### Cell classes on the final placement, run 1

Fill, decap, tap and diode cells in grey.
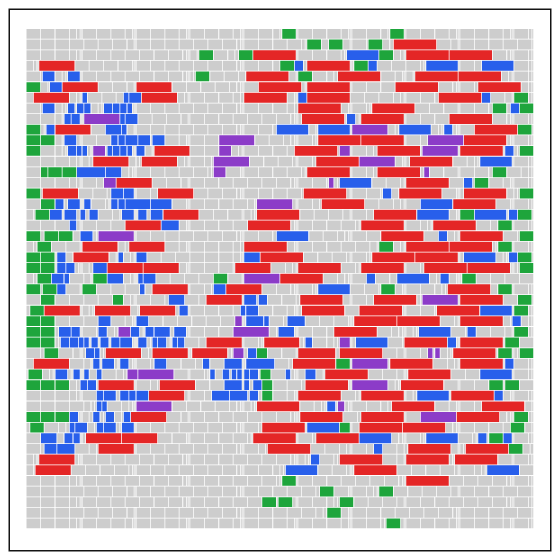
### Signal metal coverage by tile, run 1

The die is cut into 28 by 28 equal tiles; dark blue is low, red is high, scaled to the fullest tile. Values are wire area over tile area, all layers added.
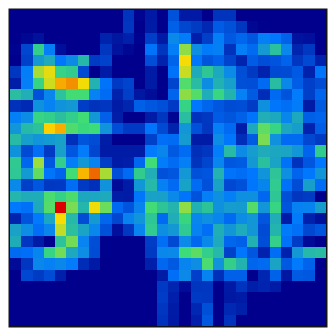
### I/O nets highlighted, run 1

Scale bar: 50 microns.
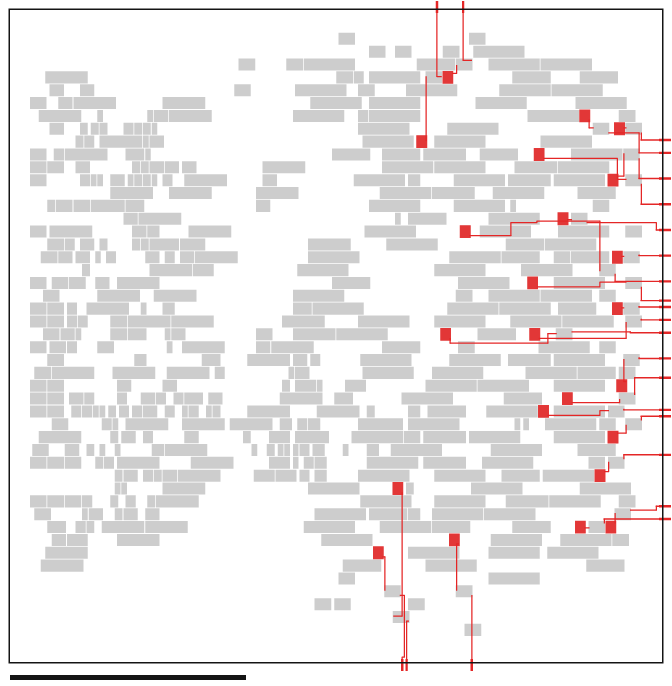
### Cell outlines without signal wires, run 1

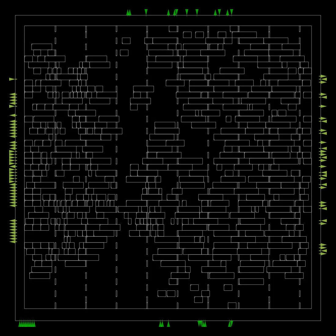
===== config.mk =====
export PLATFORM = sky130hd
export DESIGN_NAME = mesh_term_rx
export DESIGN_NICKNAME = d
export VERILOG_FILES = /design/src/rtl/mesh_term_rx.sv
export SDC_FILE = /design/constraint.sdc
export NUM_CORES = 1
export LEC_CHECK = 0
export CORE_MARGIN = 4
export CORE_UTILIZATION = 35
export DETAILED_ROUTE_END_ITERATION = 8
export HOLD_SLACK_MARGIN = 0.05
export PLACE_DENSITY = 0.61
export SYNTH_ARGS = -nofsm -noshare
export SYNTH_HDL_FRONTEND = slang
export SYNTH_SLANG_ARGS = --single-unit

===== constraint.sdc =====
create_clock -name clk -period 5.3 [get_ports clk]
set_clock_uncertainty 0.2 [all_clocks]
set_input_delay 1.06 -clock clk [delete_from_list [all_inputs] [get_ports clk]]
set_output_delay 1.06 -clock clk [all_outputs]
set_load 0.02 [all_outputs]

===== src/rtl/mesh_term_rx.sv =====
// mesh_term_rx: receive side of one mesh terminal. Pops packets from the router, keeps the ones
// addressed to this terminal (or broadcast) and offers them to local logic over valid/ready.
module mesh_term_rx #(
    parameter int unsigned pckg_sz    = 40,
    parameter int unsigned fifo_depth = 4,
    parameter logic [3:0]  self_row   = 4'd1,
    parameter logic [3:0]  self_col   = 4'd0
) (
    input  logic                clk,
    input  logic                reset,
    input  logic                pndng,
    input  logic [pckg_sz-1:0]  data_out,
    output logic                pop,
    output logic [pckg_sz-18:0] rx_payload,
    output logic                rx_mode,
    output logic                rx_bcst,
    output logic                rx_valid,
    input  logic                rx_ready,
    output logic [15:0]         rx_cnt,
    output logic [15:0]         drop_cnt
);

    localparam int unsigned PayW = pckg_sz - 17;
    localparam int unsigned EntW = PayW + 2;
    localparam int unsigned PtrW = $clog2(fifo_depth);
    localparam int unsigned CntW = $clog2(fifo_depth) + 1;

    typedef enum logic [1:0] {
        StIdle,
        StPop,
        StSettle
    } state_t;

    state_t            r_state;
    logic              r_pop;
    logic [15:0]       r_rx_cnt;
    logic [15:0]       r_drop_cnt;
    logic [PtrW-1:0]   r_wr_ptr;
    logic [PtrW-1:0]   r_rd_ptr;
    logic [CntW-1:0]   r_count;
    logic [EntW-1:0]   r_mem [0:fifo_depth-1];

    logic [3:0]        w_row;
    logic [3:0]        w_col;
    logic              w_bcst;
    logic              w_accept;
    logic              w_space;
    logic              w_wr_en;
    logic              w_rd_en;
    logic [EntW-1:0]   w_entry;
    logic [EntW-1:0]   w_head;
    logic              w_unused_jump;

    // Packet classification on the show-ahead head; only meaningful during StPop.
    assign w_row    = data_out[pckg_sz-9 -: 4];
    assign w_col    = data_out[pckg_sz-13 -: 4];
    assign w_bcst   = (w_row == 4'hF) && (w_col == 4'hF);
    assign w_accept = w_bcst || ((w_row == self_row) && (w_col == self_col));
    assign w_entry  = {w_bcst, data_out[pckg_sz-17], data_out[PayW-1:0]};

    // The next-jump byte is routing state for the mesh and has no meaning at the terminal.
    assign w_unused_jump = ^data_out[pckg_sz-1 -: 8];

    assign w_space  = (r_count < CntW'(fifo_depth));
    assign w_wr_en  = (r_state == StPop) && w_accept;
    assign w_rd_en  = rx_valid && rx_ready;

    always_ff @(posedge clk or negedge reset) begin
        if (!reset) begin
            r_state    <= StIdle;
            r_pop      <= 1'b0;
            r_rx_cnt   <= 16'd0;
            r_drop_cnt <= 16'd0;
        end else begin
            unique case (r_state)
                StIdle: begin
                    if (pndng && w_space) begin
                        r_state <= StPop;
                        r_pop   <= 1'b1;
                    end
                end
                StPop: begin
                    r_state <= StSettle;
                    r_pop   <= 1'b0;
                    if (w_accept) begin
                        if (r_rx_cnt != 16'hFFFF) r_rx_cnt <= r_rx_cnt + 16'd1;
                    end else begin
                        if (r_drop_cnt != 16'hFFFF) r_drop_cnt <= r_drop_cnt + 16'd1;
                    end
                end
                StSettle: begin
                    r_state <= StIdle;
                end
                default: begin
                    r_state <= StIdle;
                    r_pop   <= 1'b0;
                end
            endcase
        end
    end

    always_ff @(posedge clk or negedge reset) begin
        if (!reset) begin
            r_wr_ptr <= '0;
            r_rd_ptr <= '0;
            r_count  <= '0;
        end else begin
            if (w_wr_en) begin
                r_wr_ptr <= (r_wr_ptr == PtrW'(fifo_depth - 1)) ? '0 : r_wr_ptr + PtrW'(1);
            end
            if (w_rd_en) begin
                r_rd_ptr <= (r_rd_ptr == PtrW'(fifo_depth - 1)) ? '0 : r_rd_ptr + PtrW'(1);
            end
            if (w_wr_en && !w_rd_en) begin
                r_count <= r_count + CntW'(1);
            end else if (!w_wr_en && w_rd_en) begin
                r_count <= r_count - CntW'(1);
            end
        end
    end

    // Storage needs no reset: outputs are masked whenever the buffer is empty.
    always_ff @(posedge clk) begin
        if (w_wr_en) begin
            r_mem[r_wr_ptr] <= w_entry;
        end
    end

    assign w_head     = r_mem[r_rd_ptr];
    assign rx_valid   = (r_count != '0);
    assign rx_payload = rx_valid ? w_head[PayW-1:0] : '0;
    assign rx_mode    = rx_valid & w_head[PayW];
    assign rx_bcst    = rx_valid & w_head[PayW+1];
    assign pop        = r_pop;
    assign rx_cnt     = r_rx_cnt;
    assign drop_cnt   = r_drop_cnt;

    a_pop_spacing: assert property (@(posedge clk) disable iff (!reset) pop |=> !pop);
    a_no_overflow: assert property (@(posedge clk) disable iff (!reset) w_wr_en |-> w_space);

endmodule


==> impl_metrics.tcl, run 1 <==
# yosys + openroad results
set metrics [dict create \
    status "finished clean" \
    dp_hpwl_microns 7362 \
    rows 47 \
    relSlewSlack 0.3747 \
    setup_ws_ns 1.303 \
    critPathBufInv 1 \
    htree_levels 4 \
    busiest_layer "met2" \
    clkSlewWorstSetupHoldPaths_ns 0.06 \
    ys_seq_share 0.6851 \
    drive_above_1_share 0.1503 \
    grt_pass1_vias 3672 \
    die_area_sq_um 19050 \
    grt_util_met2 0.2066 \
    synthSimpleGateAreaFrac 0.1226 \
    layout_top_cells "edfxtp_1 (100), clkdlybuf4s50_1 (93), dfrtp_1 (41)" \
    grt_pass1_wl_microns 19470 \
    avgSynthCellArea_sq_um 16.44 \
    setup_viol 0 \
    ys_cells 360 \
    core_util_floorplan 0.3568 \
    power.clock.fraction 0.307 \
    aoi_share 0.006978 \
    synth_chip_area_sq_um 5917 \
    fin_total_pwr_uw 3415 \
    grt_max_degree 43 \
    ys_types 36 \
    cts_resized 0 \
    synth_area_sq_um 5917 \
    p_seq_frac 0.402 \
    firstDrtPassIters 4 \
    ys_sh_xor 0.04293 \
    root_buffer "clkbuf_16" \
    slowest_delay_ns 0.97 \
    use_met1 0.1656 \
    drc_errors 0 \
    core_sq_um 16580 \
    clockBufferDepth 2 \
    detail-route-antenna-nets 0 \
    die_w_microns 138.0 \
    swShare 0.2995 \
    ys.flop_type "edfxtp_1" \
    layout_top_cell "edfxtp_1" \
    muxShareOfSynthArea 0.1091 \
    clkLatencyLatePin_ns 0.41 \
    worst_slew_pin_slew_ns 0.9380 \
    pwr_density_cell_nw_per_um2 446.7 \
    syn_inst 360 \
    arrival_ns 2.74 \
    cp.required_ns 4.04 \
    async_flop_share 0.2958 \
    crit_type "reg -> out" \
    detailedPlace.worstSlack_ns 1.559 \
    post-route-cell-area_sq_um 7645 \
    cts.sinks 142 \
    hp-class "reg -> reg" \
    drt_iter0_markers 144 \
    placed_cell_area_sq_um 7121 \
    topCombFamilyByArea "simple AND/OR/NAND/NOR gates" \
    post_cts_buffers 0 \
    r2r_setup_slack_ns 2.45 \
    ir_drop_mv 0.2219 \
    p_leak_uw 0.002747 \
    gp_congestion 0.7866 \
    start_kind "flop" \
    min_period_ns 3.997 \
    finalSetupTns_ns 0 \
    ys_warn_count 0 \
    cts_hold_buf 0 \
    crit_slowest_cell "dfrtp_2" \
    dieHeight_microns 138.0 \
    warnings 37 \
    cp_max_fo 28 \
    path_delay_family "flip-flops" \
    finalCritPeriodShare 0.7541 \
    p_comb_frac 0.291 \
    edf_count 100 \
    gr-usage-met3 0.04800 \
    n_antenna_cell 0 \
    finalHoldViolations 0 \
    end_kind "output port" \
    adder_share 0.02030 \
    antenna_found_initial 1 \
    via_per_inst 4.896 \
    cts_tree "yes" \
    grt.overflow.total 0 \
    ys_ff 142 \
    p_sw_uw 1023 \
    slew_violations 0 \
    internal_power_uw 2392 \
    rsz0062_at_grt "false" \
    synth_nets 413 \
    path_cells "mux4_2 > and2_1 > clkdlybuf4s50_1" \
    syn_to_final_growth_pct 29.20 \
    fmax_mhz 250.2 \
    cap_violations 0 \
    nets 519 \
    cts_made_buffers 17 \
]
## Picture notes: 'Cell classes on the final placement'
green -> remaining buffers and delay cells  # cells 100, share of their area 13%
blue -> remaining logic cells  # cells 205, share of their area 25%
purple -> clock drivers and dummy loads  # cells 32, share of their area 7.1%
red -> sequential cells  # cells 142, share of their area 55%

## Picture notes: 'Signal metal coverage by tile'
densest ninth of the die = middle left
tiles over half the peak = 5.6%
fullest tile = 0.50
mean over tiles = 0.098
WL/cell: 16.84 microns
routed vias: 3,422
Total GRT Usage: 0.1295
Post-Route WL: 11,770 microns

## Picture notes: 'I/O nets highlighted'
red -> `rx_payload`  # direction output, edge 18 right, 3 bottom, 2 top, end cells 23, buffers 23, wire 466 microns
Top Ports: 103
IO buf count: 94

## Picture notes: 'Cell outlines without signal wires'
post-layout util: 0.4610
flip-flops: 142

## run 1: cells by family (layout without fill, tap and decap cells)
logic type	Yosys count	in the layout
flops	142	142
simple gates	123	123
mux	32	32
xor+xnor	29	29
buf+inv	19	138
fa+ha+maj	9	9
compound gates	6	6
## run 1: area by class of cell
| class | count | area (sq um) |
|---|---|---|
| flip-flops and latches | 142 | 4055 |
| fillers | 1458 | 8939 |
| inverters | 6 | 22.52 |
| repair buffers | 100 | 980.9 |
| clock inverters | 13 | 91.34 |
| multi-input cells | 199 | 1787 |
| well taps | 220 | 275.3 |
| clock buffers | 19 | 432.9 |
## run 1: power groups by stage
stage	logic (uW)	clock network, uW	registers, uW
after CTS	1010	1090	1380
after global routing	1070	1130	1390
after global placement	999	0	1400
after detailed placement	1010	0	1400
final	995	1050	1370
after floorplan	628	0	1340
## run 1: flip-flops by register name, summed over array words and instances, names as in the netlist
register	count
r_wr_ptr	2
r_count	3
rx_cnt	16
r_mem	100
r_state	2
r_rd_ptr	2
drop_cnt	16
pop	1
## run 1: routing by layer
layer | vias up | wire [microns]
met1 | 1705 | 5396
met4 | 2 | 125
met3 | 14 | 682
met2 | 115 | 5554
met5 | - | 12
li1 | 1586 | -
## run 1: through the flow
stage | instances | hold slack [ns]
after floorplan | 360 | 0.2221
after global placement | 667 | 0.2336
after detailed placement | 667 | 0.2437
after CTS | 699 | 0.2435
after global routing | 699 | 0.2854
final | 699 | 0.2486
## run 1: worst paths after layout
kind                              from          end  cells after the start
max reg2reg                 r_count[1]   r_count[2]                      8
max in group asynchronous        reset  r_rd_ptr[0]                      1
min                         r_state[1]   r_state[0]                      1
max                        r_rd_ptr[0]      rx_bcst                      3
min reg2reg                 r_state[1]   r_state[0]                      1
min in group asynchronous        reset  drop_cnt[5]                      1
## run 1: synthesized netlist by cell type, types with 2 or more instances
library cell	count	share of area
a21o_1	2	0.0025
and2_1	31	0.033
and3_1	5	0.0053
and4_1	3	0.0044
buf_2	4	0.0034
clkbuf_1	9	0.0057
dfrtp_1	42	0.18
edfxtp_1	100	0.51
ha_1	8	0.017
inv_1	6	0.0038
mux2_1	3	0.0057
mux2_2	3	0.0057
mux4_2	25	0.095
nand2_1	11	0.0070
nand2b_1	2	0.0021
nand3_1	17	0.014
nand4_1	15	0.016
nor2_1	15	0.0095
nor3_1	8	0.0068
nor4_1	4	0.0042
nor4b_1	4	0.0059
o21ai_0	2	0.0017
xnor2_1	13	0.019
xor2_1	16	0.024
### Supply network, run 1

Scale bar: 50 microns. Pins as bars on the die edge. Tap cells in grey.
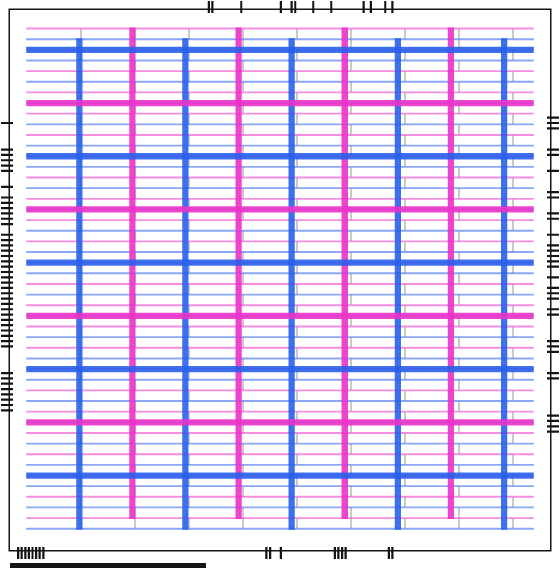

==> run 2, diff against run 1 <==
- PLACE_DENSITY: 0.61 -> 0.63
- clock period: 5.3 -> 3.5 ns (I/O delays scaled with it)
### Supply network, run 2

Scale bar: 50 microns. Pins as bars on the die edge. Tap cells in grey.
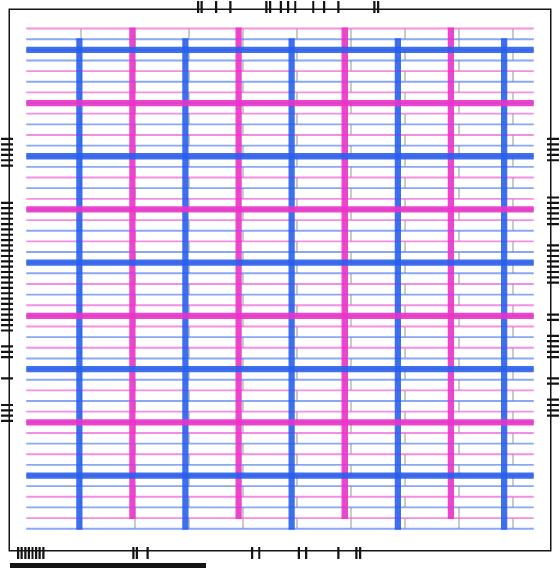
magenta -> VDD
blue -> VSS
signal pins = 103
met4 straps = 9

### Signal metal coverage by tile, run 2

The die is cut into 28 by 28 equal tiles; dark blue is low, red is high, scaled to the fullest tile. Values are wire area over tile area, all layers added.
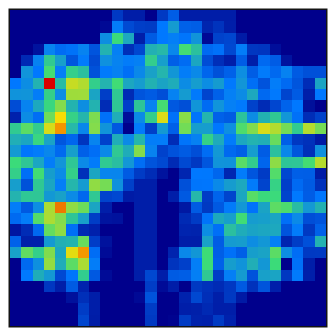
tiles over half the peak = 7.7%
nearly empty tiles = 22%
mean over tiles = 0.096
densest ninth of the die = middle left
emptiest ninth of the die = bottom centre
Total GRT Usage: 0.1283
WL/cell: 16.41 microns

==> run 2 against run 1 <==
Design area grew 2.2%. Wire length shrank 1.6%. Combinational power grew 65%. Die size is the same. Sequential power grew 47%. Clock power grew 71%. Final cell count grew 1.0%.
==> impl_metrics.tcl, run 2 <==
# yosys + openroad results
set metrics [dict create \
    die_area_sq_um 19050 \
    largest_register_ffs 100 \
    cts_resized 0 \
    logic_area_sq_um 1787 \
    htree_levels 4 \
    dp_hpwl_microns 7634 \
    warnings 37 \
    critPathBufInv 2 \
    antenna_found_initial 0 \
    slowest_delay_ns 0.60 \
    detail-route-antenna-nets 0 \
    grt.overflow.total 0 \
    edf_count 100 \
    arrival_ns 2.45 \
    top_cell_area_share 0.5075 \
    hp-class "in -> async" \
    ys_warn_count 0 \
    finalHoldViolations 0 \
    crit_type "reg -> out" \
    layout_top_cell "edfxtp_1" \
    top_area_cell "edfxtp_1" \
    clkLatencyLatePin_ns 0.42 \
    gp_congestion 0.8331 \
    pwr_density_cell_nw_per_um2 697.4 \
    grt_max_degree 43 \
    most_common_cell "edfxtp_1" \
    syn_inst 360 \
    syn_to_final_growth_pct 32.04 \
    nets 526 \
    ys_cells 360 \
    cp.required_ns 2.60 \
    synth_chip_area_sq_um 5917 \
    crit_slowest_cell "dfrtp_2" \
    seq_area_sq_um 4055 \
    worst_slew_pin_slew_ns 0.9307 \
    drc_errors 0 \
    n_antenna_cell 0 \
    core_util_floorplan 0.3568 \
    synth_nets 413 \
    status "finished clean" \
    ir_drop_mv 0.3943 \
    post_cts_buffers 0 \
    finalCritPeriodShare 0.9569 \
    ios 103 \
    slew_violations 0 \
    ys_seq_share 0.6851 \
    top_register "r_mem" \
    cp_max_fo 11 \
    top_cells_by_area "edfxtp_1 (51%), dfrtp_1 (18%), mux4_2 (9.5%)" \
    path_delay_family "buffers and inverters" \
    clkSlewWorstSetupHoldPaths_ns 0.06 \
    cts.sinks 142 \
    drt_iter0_markers 138 \
    synthTopCellsByCount "edfxtp_1 (100), dfrtp_1 (42), and2_1 (31), mux4_2 (25), nand3_1 (17)" \
    avgSynthCellArea_sq_um 16.44 \
    cap_violations 0 \
    via_per_inst 4.874 \
    fmax_mhz 298.6 \
    clockBufferDepth 2 \
    core_sq_um 16580 \
    relSlewSlack 0.3796 \
    grt_pass1_vias 3719 \
    path_cells "buf_12 > mux4_2 > and2_1 > clkdlybuf4s50_1" \
    finalSetupTns_ns 0 \
]
### Cell outlines without signal wires, run 2

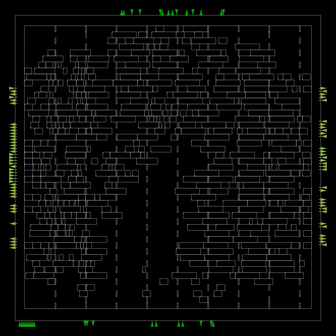
row cnt: 47
tap cells: 220
Fillers: 1,447
post-layout util: 0.4711

run 2: cell counts after synthesis:
Identical to the previous run, type by type.
run 2: power by group:
part           switching (uW)  total, uW  leakage (uW)  internal, uW
logic                     754       1640       0.00110           883
registers                 124       2010       0.00145          1880
clock network             730       1800      0.000290          1070
run 2: logic make-up (layout without fill, tap and decap cells):
| group | Yosys count | count (layout) | share of synthesized area |
|---|---|---|---|
| DFF | 142 | 142 | 0.6851 |
| and+or+nand+nor | 123 | 123 | 0.1226 |
| muxes | 32 | 32 | 0.1091 |
| xor gates and xnor gates | 29 | 29 | 0.04293 |
| buffers and inverters | 19 | 145 | 0.01290 |
| adders and majority gates | 9 | 9 | 0.02030 |
| AOI/OAI and AO/OA | 6 | 6 | 0.006977 |
run 2: path summary, 6_finish.rpt:
path,depth (start not counted),end,startpoint,slack (ns)
worst max-delay path,4,rx_payload[21],r_rd_ptr[0],0.15
worst min-delay path,1,drop_cnt[5],reset,0.23
worst max register to register,9,r_count[2],r_count[1],0.91
worst min register to register,1,r_state[0],r_state[0],0.25
max in group asynchronous,1,r_rd_ptr[0],reset,2.24
min in group clk,1,r_state[0],r_state[0],0.25
run 2: metal layers:
metal  global-route usage  share of wire
met5                    0              0
met4              0.04524          0.016
met3              0.04282          0.056
met2               0.2012           0.47
met1               0.1683           0.46
run 2: metrics by stage:
stage / instances / setup slack [ns] / hold slack, ns / util / instance area (sq um)
2_1_floorplan: 360 / 0.6321 / 0.2044 / - / 5917
3_3_place_gp: 674 / 0.4238 / 0.2320 / 0.4348 / 7211
3_5_place_dp: 674 / 0.3151 / 0.2468 / 0.4348 / 7211
4_1_cts: 706 / 0.07621 / 0.2534 / 0.4711 / 7812
5_1_grt: 706 / 0.006872 / 0.2777 / 0.4711 / 7812
6_report: 706 / 0.1508 / 0.2263 / 0.4711 / 7812
run 2: worst register-to-register path: stages, from the launching register on:
cell and delay, ns:
dfrtp_1 0.41, or3_1 0.37, buf_4 0.24, nand2_1 0.21
ha_1 0.23, inv_1 0.07, fa_1 0.39, xor2_1 0.15
nor2_1 0.12, xor2_1 0.15
run 2: layout make-up:
| type | count | share of cell area |
|---|---|---|
| flip-flops and latches | 142 | 0.5191 |
| well taps | 220 | 0.03523 |
| inverters | 6 | 0.002883 |
| clock buffers | 17 | 0.05445 |
| clock inverters | 15 | 0.02258 |
| multi-input cells | 199 | 0.2287 |
| repair buffers | 107 | 0.1371 |
### I/O nets highlighted, run 2

Scale bar: 50 microns.
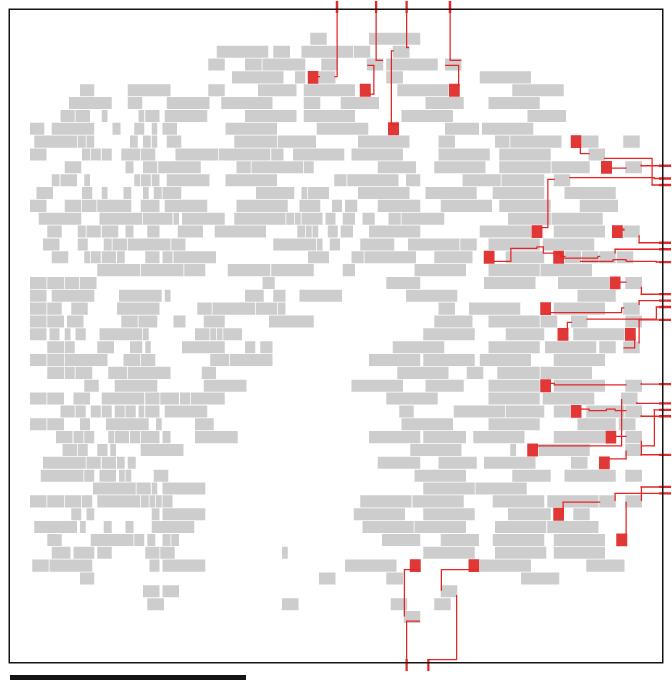

==> run 3, diff against run 2 <==
- SETUP_SLACK_MARGIN: unset -> 0.05
### I/O nets highlighted, run 3

Scale bar: 50 microns.
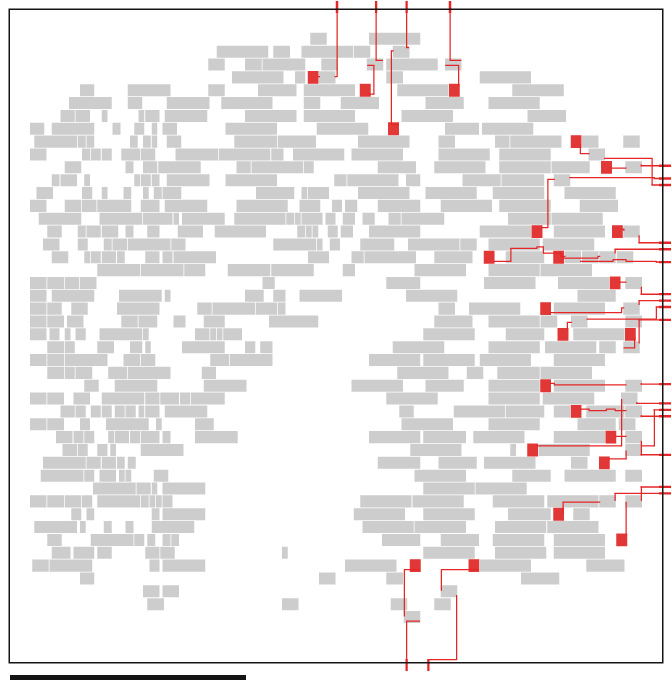
red -> `rx_payload`  # direction output, edge 17 right, 4 top, 2 bottom, end cells 23, buffers 23, wire 452 microns

### Supply network, run 3

Scale bar: 50 microns. Pins as bars on the die edge. Tap cells in grey.
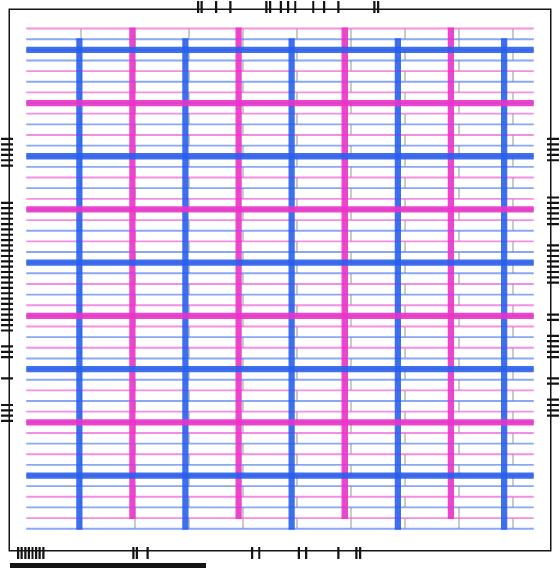
Peak VDD IR: 0.3944 mV
chip width: 138.0 microns
die height: 138.0 microns

==> run 3 against run 2 <==
Largest power group unchanged. Global-route usage stayed put. Largest cell class unchanged. Worst hold slack barely moved. Final cell count unchanged. Critical endpoint unchanged. Synthesized area is the same. Total power about the same. First-iteration DRC count is the same.
==> impl_metrics.tcl, run 3 <==
# yosys + openroad results
set metrics [dict create \
    status "finished clean" \
    antenna_found_initial 0 \
    drc_errors 0 \
    synthTopCellsByCount "edfxtp_1 (100), dfrtp_1 (42), and2_1 (31), mux4_2 (25), nand3_1 (17)" \
    gp_congestion 0.8331 \
    fmax_mhz 303.3 \
    fin_total_pwr_uw 5451 \
    grt_pass1_wl_microns 19350 \
    ys_ff 142 \
    htree_levels 4 \
    synth_nets 413 \
    startpoint "r_rd_ptr[0]" \
    r2r_cells 9 \
    relSlewSlack 0.3790 \
    synth_chip_area_sq_um 5917 \
    cts_tree "yes" \
    grt_max_degree 43 \
    cts.sinks 142 \
    r2r_start "r_count[1]" \
    crit_path_end "rx_payload[21]" \
    finalHoldViolations 0 \
    crit_type "reg -> out" \
    warnings 37 \
    most_common_cell "edfxtp_1" \
    core_util_floorplan 0.3568 \
    largest_register_ffs 100 \
    top_cells_by_area "edfxtp_1 (51%), dfrtp_1 (18%), mux4_2 (9.5%)" \
    n_antenna_cell 0 \
    rsz0062_at_grt "false" \
    end_kind "output port" \
    grt.overflow.total 0 \
    p_leak_uw 0.002838 \
    start_kind "flop" \
    ys_cells 360 \
    clockBufferDepth 2 \
    ys_types 36 \
    critPathBufInv 2 \
    holdWs_ns 0.2266 \
    min_period_ns 3.297 \
    dp_hpwl_microns 7634 \
    slew_violations 0 \
    path_depth 4 \
    port-buffer-count 94 \
    ys.flop_type "edfxtp_1" \
    async_flop_share 0.2958 \
    top_register "r_mem" \
    drt_iter0_markers 138 \
    hp-class "in -> async" \
    grt_pass1_vias 3719 \
    r2r_end "r_count[2]" \
    via_per_inst 4.874 \
    cts_hold_buf 0 \
    clkSlewWorstSetupHoldPaths_ns 0.06 \
    ios 103 \
    top_cell_area_share 0.5075 \
    clkLatencyLatePin_ns 0.42 \
    detail-route-antenna-nets 0 \
    arrival_ns 2.40 \
    firstDrtPassIters 4 \
    top_area_cell "edfxtp_1" \
    ys_warn_count 0 \
    setup_viol 0 \
    finalSetupTns_ns 0 \
    slowest_delay_ns 0.56 \
    syn_inst 360 \
    path_delay_family "buffers and inverters" \
    syn_to_final_growth_pct 32.08 \
]
### Cell classes on the final placement, run 3

Fill, decap, tap and diode cells in grey.
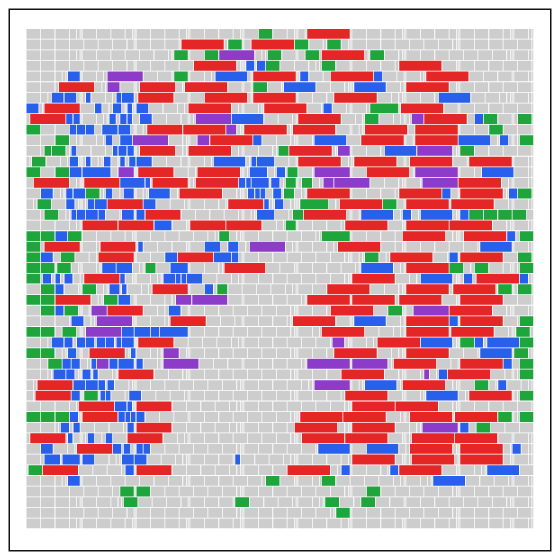
purple -> clock drivers and dummy loads  # cells 32, share of their area 8.0%
blue -> remaining logic cells  # cells 205, share of their area 24%
green -> remaining buffers and delay cells  # cells 107, share of their area 14%
red -> sequential cells  # cells 142, share of their area 54%
post-layout util: 0.4713
flop share of the area: 0.5192
total core area: 16,580 sq um

==> run 3: worst min-delay path by stage <==
stage / end / cells after the start
detailed placement: r_state[0] / 1
global route: r_state[0] / 1
CTS: rx_cnt[9] / 1
global placement: r_state[0] / 1
finish: drop_cnt[5] / 1
floorplan: drop_cnt[0] / 0
==> run 3: kinds of logic (layout without fill, tap and decap cells) <==
| logic type | Yosys count | count (layout) | synth area share |
|---|---|---|---|
| flip-flops | 142 | 142 | 0.6851 |
| multiplexers | 32 | 32 | 0.1091 |
| adder cells (fa/ha/maj) | 9 | 9 | 0.02030 |
| XOR/XNOR | 29 | 29 | 0.04293 |
| buffers and inverters | 19 | 145 | 0.01290 |
| AND-OR/OR-AND | 6 | 6 | 0.006977 |
| AND/OR/NAND/NOR | 123 | 123 | 0.1226 |
==> run 3: final cells by class <==
class / instances / area (sq um) / share of cell area
Timing Repair Buffer: 107 / 1071 / 0.1370
Clock inverter: 15 / 176.4 / 0.02257
Clock buffer: 17 / 425.4 / 0.05443
Multi-Input combinational cell: 199 / 1787 / 0.2286
Tap cell: 220 / 275.3 / 0.03522
Sequential cell: 142 / 4058 / 0.5192
Inverter: 6 / 22.52 / 0.002882
==> run 3: report_power, final <==
part           switching, uW  internal (uW)
Combinational            754            883
Sequential               124           1890
Clock                    729           1070
Total                   1610           3840
==> run 3: metal layers <==
| metal | up-vias | global-route usage | routed length [microns] |
|---|---|---|---|
| li1 | 1595 | - | - |
| met1 | 1723 | 0.1683 | 5328 |
| met2 | 106 | 0.2012 | 5415 |
| met3 | 17 | 0.04282 | 659 |
| met4 | 0 | 0.04524 | 183 |
| met5 | - | 0 | 0 |
==> run 3: metrics by stage <==
| stage | worst slack [ns] | cells | utilization | instance area (sq um) |
|---|---|---|---|---|
| finish | 0.2034 | 706 | 0.4713 | 7815 |
| global route | 0.08464 | 706 | 0.4713 | 7815 |
| CTS | 0.07621 | 706 | 0.4711 | 7812 |
| detailed placement | 0.3151 | 674 | 0.4348 | 7211 |
| global placement | 0.4238 | 674 | 0.4348 | 7211 |
| floorplan | 0.6321 | 360 | - | 5917 |
==> run 3: timing repair <==
action / 4_1_cts / 5_1_grt
endpoints found under the setup margin: 0 / 11
buffers inserted: 0 / 0
gates resized: 0 / 1
No activity file was given, so power comes from the tool's default toggle rates.
